### Cell density map

Drawn at 2 px/um. The die is cut into 11 by 11 equal tiles; black is low, pale yellow is high, 0 to 100% covered.
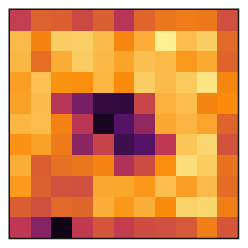
### Clock routing

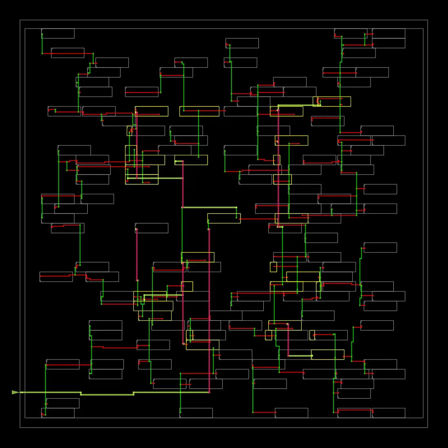
### A small window of the routed layout

Region (44, 44) to (69, 69) um. Cells in gray, sequential cells in the stronger gray; small squares are vias.
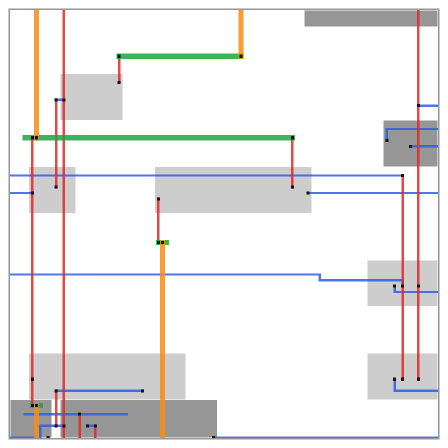
### Cells colored by class

Drawn at 3 px/um. Fill, decap, tap and diode cells in gray.
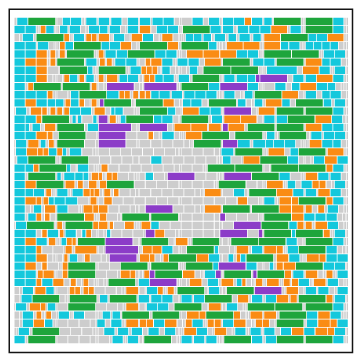
==> config.mk <==
export PLATFORM = sky130hd
export DESIGN_NAME = alu_issue_ctrl_flat
export DESIGN_NICKNAME = d
export VERILOG_FILES = /design/src/rtl/alu_issue_if.sv /design/src/rtl/alu_issue_ctrl.sv /design/src/flat_wrapper.sv
export SDC_FILE = /design/constraint.sdc
export NUM_CORES = 1
export LEC_CHECK = 0
export ABC_AREA = 0
export CORE_MARGIN = 1
export CORE_UTILIZATION = 46
export DETAILED_ROUTE_END_ITERATION = 10
export GPL_ROUTABILITY_DRIVEN = 0
export GPL_TIMING_DRIVEN = 0
export PLACE_DENSITY = 0.95
export SYNTH_ARGS = -nofsm -noshare
export SYNTH_HDL_FRONTEND = slang
export SYNTH_SLANG_ARGS = --single-unit
==> constraint.sdc <==
create_clock -name clk -period 8.3 [get_ports clk]
set_input_delay 1.66 -clock clk [delete_from_list [all_inputs] [get_ports clk]]
set_output_delay 1.66 -clock clk [all_outputs]
set_load 0.1 [all_outputs]
==> src/rtl/alu_issue_if.sv <==
// Bundles the decode-side, ALU-side and memory-side signals of alu_issue_ctrl.
// slave is the issue controller; master is whatever surrounds it.
interface alu_issue_if #(
    parameter int XLEN = 32,
    parameter int RD_W = 5
);
    logic            id_valid;
    logic            id_ready;
    logic [1:0]      id_class;
    logic [2:0]      id_funct3;
    logic            id_funct7b5;
    logic            id_use_imm;
    logic [XLEN-1:0] id_rs1_val;
    logic [XLEN-1:0] id_rs2_val;
    logic [XLEN-1:0] id_imm;
    logic [RD_W-1:0] id_rd;
    logic            flush;

    logic [XLEN-1:0] alu_r1;
    logic [XLEN-1:0] alu_r2;
    logic [3:0]      alu_op;
    logic [XLEN-1:0] alu_result;
    logic            alu_zero;

    logic            out_valid;
    logic            out_ready;
    logic [XLEN-1:0] out_result;
    logic [RD_W-1:0] out_rd;
    logic            out_branch;
    logic            out_taken;
    logic            out_illegal;

    modport slave (
        input  id_valid, id_class, id_funct3, id_funct7b5, id_use_imm,
               id_rs1_val, id_rs2_val, id_imm, id_rd, flush,
               alu_result, alu_zero, out_ready,
        output id_ready, alu_r1, alu_r2, alu_op,
               out_valid, out_result, out_rd, out_branch, out_taken, out_illegal
    );

    modport master (
        output id_valid, id_class, id_funct3, id_funct7b5, id_use_imm,
               id_rs1_val, id_rs2_val, id_imm, id_rd, flush,
               alu_result, alu_zero, out_ready,
        input  id_ready, alu_r1, alu_r2, alu_op,
               out_valid, out_result, out_rd, out_branch, out_taken, out_illegal
    );
endinterface

==> src/rtl/alu_issue_ctrl.sv <==
// Execute-stage front end for the ALU: decodes class/funct into alu_op, holds operands
// in register A, and registers the ALU result and branch decision in register B.
module alu_issue_ctrl #(
    parameter int XLEN = 32,
    parameter int RD_W = 5
) (
    input  logic         clk,
    input  logic         rst,
    alu_issue_if.slave   bus
);

    typedef enum logic [3:0] {
        ALU_AND     = 4'b0000,
        ALU_OR      = 4'b0001,
        ALU_ADD     = 4'b0010,
        ALU_SUB     = 4'b0110,
        ALU_SLTU    = 4'b0111,
        ALU_ILLEGAL = 4'b1111
    } alu_op_e;

    typedef enum logic [1:0] {
        CLS_MEM    = 2'b00,
        CLS_BRANCH = 2'b01,
        CLS_RTYPE  = 2'b10,
        CLS_ITYPE  = 2'b11
    } id_class_e;

    typedef struct packed {
        logic [XLEN-1:0] r1;
        logic [XLEN-1:0] r2;
        alu_op_e         op;
        logic [RD_W-1:0] rd;
        logic            branch;
        logic            taken_on_zero;
        logic            illegal;
    } a_reg_t;

    typedef struct packed {
        logic [XLEN-1:0] result;
        logic [RD_W-1:0] rd;
        logic            branch;
        logic            taken;
        logic            illegal;
    } b_reg_t;

    logic    a_valid_q, a_valid_d;
    a_reg_t  a_q, a_d;
    logic    out_valid_q, out_valid_d;
    b_reg_t  b_q, b_d;

    alu_op_e         dec_op;
    logic            dec_branch;
    logic            dec_taken_on_zero;
    logic            dec_illegal;
    logic [RD_W-1:0] dec_rd;

    logic b_free;
    logic a_adv;
    logic id_ready;
    logic a_load;
    logic b_load;

    // NOTE: every variable gets a default at the top of always_comb so no path infers a latch.
    always_comb begin
        dec_op            = ALU_ILLEGAL;
        dec_branch        = 1'b0;
        dec_taken_on_zero = 1'b0;
        dec_illegal       = 1'b1;

        unique case (id_class_e'(bus.id_class))
            CLS_MEM: begin
                dec_op      = ALU_ADD;
                dec_illegal = 1'b0;
            end
            CLS_RTYPE, CLS_ITYPE: begin
                dec_illegal = 1'b0;
                case (bus.id_funct3)
                    3'b000: dec_op = (bus.id_class == CLS_RTYPE && bus.id_funct7b5) ? ALU_SUB : ALU_ADD;
                    3'b111: dec_op = ALU_AND;
                    3'b110: dec_op = ALU_OR;
                    3'b011: dec_op = ALU_SLTU;
                    default: dec_illegal = 1'b1;
                endcase
            end
            CLS_BRANCH: begin
                // Equality tests subtract; unsigned ordering uses SLTU, and zero picks the sense.
                dec_illegal = 1'b0;
                dec_branch  = 1'b1;
                case (bus.id_funct3)
                    3'b000: begin dec_op = ALU_SUB;  dec_taken_on_zero = 1'b1; end
                    3'b001: begin dec_op = ALU_SUB;  dec_taken_on_zero = 1'b0; end
                    3'b110: begin dec_op = ALU_SLTU; dec_taken_on_zero = 1'b0; end
                    3'b111: begin dec_op = ALU_SLTU; dec_taken_on_zero = 1'b1; end
                    default: begin dec_illegal = 1'b1; dec_branch = 1'b0; end
                endcase
            end
        endcase

        if (dec_illegal) begin
            dec_op = ALU_ILLEGAL;
        end
        dec_rd = (dec_illegal || dec_branch) ? '0 : bus.id_rd;
    end

    always_comb begin
        b_free   = !out_valid_q || bus.out_ready;
        a_adv    = a_valid_q && b_free;
        id_ready = !a_valid_q || b_free;
        a_load   = bus.id_valid && id_ready && !bus.flush;
        b_load   = a_adv && !bus.flush;
    end

    always_comb begin
        a_d       = a_q;
        a_valid_d = a_valid_q;

        if (a_load) begin
            a_valid_d       = 1'b1;
            a_d.r1          = bus.id_rs1_val;
            a_d.r2          = bus.id_use_imm ? bus.id_imm : bus.id_rs2_val;
            a_d.op          = dec_op;
            a_d.rd          = dec_rd;
            a_d.branch      = dec_branch;
            a_d.taken_on_zero = dec_taken_on_zero;
            a_d.illegal     = dec_illegal;
        end else if (a_adv) begin
            a_valid_d = 1'b0;
        end

        if (bus.flush) begin
            a_valid_d = 1'b0;
        end
    end

    always_comb begin
        b_d         = b_q;
        out_valid_d = out_valid_q;

        if (b_load) begin
            out_valid_d = 1'b1;
            b_d.result  = a_q.illegal ? '0 : bus.alu_result;
            b_d.rd      = a_q.rd;
            b_d.branch  = a_q.branch;
            b_d.taken   = a_q.branch && (a_q.taken_on_zero ? bus.alu_zero : !bus.alu_zero);
            b_d.illegal = a_q.illegal;
        end else if (bus.out_ready) begin
            out_valid_d = 1'b0;
        end
    end

    // NOTE: state uses non-blocking assignments so every flop samples the pre-edge values.
    always_ff @(posedge clk or posedge rst) begin
        if (rst) begin
            // NOTE: data registers are reset too, so the ALU and memory stage see zeros, not X.
            a_valid_q   <= 1'b0;
            a_q         <= '0;
            out_valid_q <= 1'b0;
            b_q         <= '0;
        end else begin
            a_valid_q   <= a_valid_d;
            a_q         <= a_d;
            out_valid_q <= out_valid_d;
            b_q         <= b_d;
        end
    end

    assign bus.id_ready    = id_ready;
    assign bus.alu_r1      = a_q.r1;
    assign bus.alu_r2      = a_q.r2;
    assign bus.alu_op      = a_q.op;
    assign bus.out_valid   = out_valid_q;
    assign bus.out_result  = b_q.result;
    assign bus.out_rd      = b_q.rd;
    assign bus.out_branch  = b_q.branch;
    assign bus.out_taken   = b_q.taken;
    assign bus.out_illegal = b_q.illegal;

endmodule

==> src/flat_wrapper.sv <==
// flat-port wrapper written by rule: the top's interface ports become plain ports
module alu_issue_ctrl_flat 
#(
    parameter int XLEN = 32,
    parameter int RD_W = 5
)
  (clk, rst, bus_id_valid, bus_id_class, bus_id_funct3, bus_id_funct7b5, bus_id_use_imm, bus_id_rs1_val, bus_id_rs2_val, bus_id_imm, bus_id_rd, bus_flush, bus_alu_result, bus_alu_zero, bus_out_ready, bus_id_ready, bus_alu_r1, bus_alu_r2, bus_alu_op, bus_out_valid, bus_out_result, bus_out_rd, bus_out_branch, bus_out_taken, bus_out_illegal);
  alu_issue_if #(.XLEN(XLEN), .RD_W(RD_W)) bus_i ();
  input  logic clk;
  input  logic rst;
  input wire logic [$bits(bus_i.id_valid)-1:0] bus_id_valid;
  input wire logic [$bits(bus_i.id_class)-1:0] bus_id_class;
  input wire logic [$bits(bus_i.id_funct3)-1:0] bus_id_funct3;
  input wire logic [$bits(bus_i.id_funct7b5)-1:0] bus_id_funct7b5;
  input wire logic [$bits(bus_i.id_use_imm)-1:0] bus_id_use_imm;
  input wire logic [$bits(bus_i.id_rs1_val)-1:0] bus_id_rs1_val;
  input wire logic [$bits(bus_i.id_rs2_val)-1:0] bus_id_rs2_val;
  input wire logic [$bits(bus_i.id_imm)-1:0] bus_id_imm;
  input wire logic [$bits(bus_i.id_rd)-1:0] bus_id_rd;
  input wire logic [$bits(bus_i.flush)-1:0] bus_flush;
  input wire logic [$bits(bus_i.alu_result)-1:0] bus_alu_result;
  input wire logic [$bits(bus_i.alu_zero)-1:0] bus_alu_zero;
  input wire logic [$bits(bus_i.out_ready)-1:0] bus_out_ready;
  output wire logic [$bits(bus_i.id_ready)-1:0] bus_id_ready;
  output wire logic [$bits(bus_i.alu_r1)-1:0] bus_alu_r1;
  output wire logic [$bits(bus_i.alu_r2)-1:0] bus_alu_r2;
  output wire logic [$bits(bus_i.alu_op)-1:0] bus_alu_op;
  output wire logic [$bits(bus_i.out_valid)-1:0] bus_out_valid;
  output wire logic [$bits(bus_i.out_result)-1:0] bus_out_result;
  output wire logic [$bits(bus_i.out_rd)-1:0] bus_out_rd;
  output wire logic [$bits(bus_i.out_branch)-1:0] bus_out_branch;
  output wire logic [$bits(bus_i.out_taken)-1:0] bus_out_taken;
  output wire logic [$bits(bus_i.out_illegal)-1:0] bus_out_illegal;
  assign bus_i.id_valid = bus_id_valid;
  assign bus_i.id_class = bus_id_class;
  assign bus_i.id_funct3 = bus_id_funct3;
  assign bus_i.id_funct7b5 = bus_id_funct7b5;
  assign bus_i.id_use_imm = bus_id_use_imm;
  assign bus_i.id_rs1_val = bus_id_rs1_val;
  assign bus_i.id_rs2_val = bus_id_rs2_val;
  assign bus_i.id_imm = bus_id_imm;
  assign bus_i.id_rd = bus_id_rd;
  assign bus_i.flush = bus_flush;
  assign bus_i.alu_result = bus_alu_result;
  assign bus_i.alu_zero = bus_alu_zero;
  assign bus_i.out_ready = bus_out_ready;
  assign bus_id_ready = bus_i.id_ready;
  assign bus_alu_r1 = bus_i.alu_r1;
  assign bus_alu_r2 = bus_i.alu_r2;
  assign bus_alu_op = bus_i.alu_op;
  assign bus_out_valid = bus_i.out_valid;
  assign bus_out_result = bus_i.out_result;
  assign bus_out_rd = bus_i.out_rd;
  assign bus_out_branch = bus_i.out_branch;
  assign bus_out_taken = bus_i.out_taken;
  assign bus_out_illegal = bus_i.out_illegal;
  alu_issue_ctrl #(.XLEN(XLEN), .RD_W(RD_W)) u_core (.clk(clk), .rst(rst), .bus(bus_i));
endmodule
==> metrics.csv <==
metric,value,unit
synth_cell_types,30,
largestClassByArea,non-clock buffers,
final.setup.tns,0,ns
cp.required,6.64,ns
holdWs,0.4788,ns
top_area_share,51.24,%
clk_pin_slew,0.05,ns
n_tap_cell,168,
slew_headroom,29.86,%
syn_area,5763,um^2
clock_latency,0.40,ns
fillers,809,
nonClockBufferCount,351,
inverters,5,
startpoint,bus_out_ready,
fp_nets,615,
slew_violations,0,
post_cts_buffers,0,
lay_top_count,clkdlybuf4s50_1,
wl,15420,um
powerDensity,306.6,nW/um^2
initialDrtViolationCount,190,
reg2regPathDepth,4,
met1_length,5963,um
largest_area_cell,dfrtp_1,
ir_worst_vdd,0.0001322,V
fmax,176.8,MHz
compound_area_share,8.489,%
drive_gt1_share,20.58,%
dr_total_vias,4465,
crit_path_end,bus_id_ready,
synthTopLogicFamily,multiplexers,
cts_tree,done,
logic_gate_count,248,
clk_share,6.388,%
clkPwrFrac,26.0,%
met2_length,8120,um
placed_cell_area,8526,um^2
ys_cells,469,
sh_comb_area,23.09,%
grt_pass1_vias,4859,
overflow,0,
vias_per_cell,4.848,
flop_cell,dfrtp_1,
p_leak,0.004041,uW
worstPathArrival,3.99,ns
switchingPower,1246,uW
dr_wl_met3,1087,um
seq_area,2953,um^2
worst-path-max-fanout,10,
insertedDiodeCount,0,
clkbuf_count,22,
cts_buffer_depth,2,
h-tree-depth,4,
post_drt_wl_per_cell,16.74,um
ctsResizeCount,0,
dp.cells,890,
dp.final_hpwl,11860,um
seq_share,32.42,%
worstReg2RegEnd,u_core.bus.out_result[1],
status,"complete, no violations",
layout_top_cells,"252 x clkdlybuf4s50_1, 118 x dfrtp_1, 71 x a21oi_1",
period_used_share,68.13,%
die_h,113.9,um
ant_nets,0,
async_flop_share,100.0,%
hold_class,reg2reg,
topRoutingLayerUsed,met4,
combPwrFrac,47.3,%
critPathLaunchType,input port,
antenna_found_initial,0,
syn_inst,469,
ctsHoldBuffers,0,
## Picture notes: 'Cell density map'
- mean over tiles: 69%
- fullest tile: 97%
- emptiest ninth of the die: middle
- tiles over 75% full: 46%
Final Util: 75.20%
Starting Density: 47.58%
core area: 12110 um^2

## Picture notes: 'Clock routing'
CTS Buf Count: 17
clock sink count: 118

## Picture notes: 'A small window of the routed layout'
- M2: red
- M1: blue
- M4: orange
- M3: green
- sequential cells in the window: 1
- netlist names of flops here include: u_core.a_q (1)
- most frequent: mux2_4 (2), clkbuf_16 (2)
- cells with their middle in the window: 7

## Picture notes: 'Cells colored by class'
- clock drivers and dummy loads: purple (cells 31; share of their area 6.5%)
- registers: green (cells 118; share of their area 33%)
- remaining logic cells: orange (cells 253; share of their area 24%)
- remaining buffers and delay cells: cyan (cells 351; share of their area 36%)

[logic make-up after synthesis]
logic type,after synthesis
AND-OR/OR-AND,88
flip-flops,118
buffers and inverters,103
multiplexers,106
AND/OR/NAND/NOR,52
XOR/XNOR,2
[power by group through the flow]
stage	sequential, uW	combinational [uW]	clock (uW)
floorplan	1110	628	0
global placement	744	1300	0
detailed placement	755	1320	0
CTS	746	1330	732
global route	759	1360	764
finish	747	1320	725
[routing by layer]
layer,vias up,GRT usage (%)
met2,200,45.82
met3,25,6.217
met5,-,0
met4,0,9.524
met1,2138,26.85
li1,2102,-
[worst max-delay path: stages]
cell,delay [ns]
clkdlybuf4s50_1,0.51
nand3b_4,0.20
clkbuf_1,0.39
clkdlybuf4s50_1,1.23
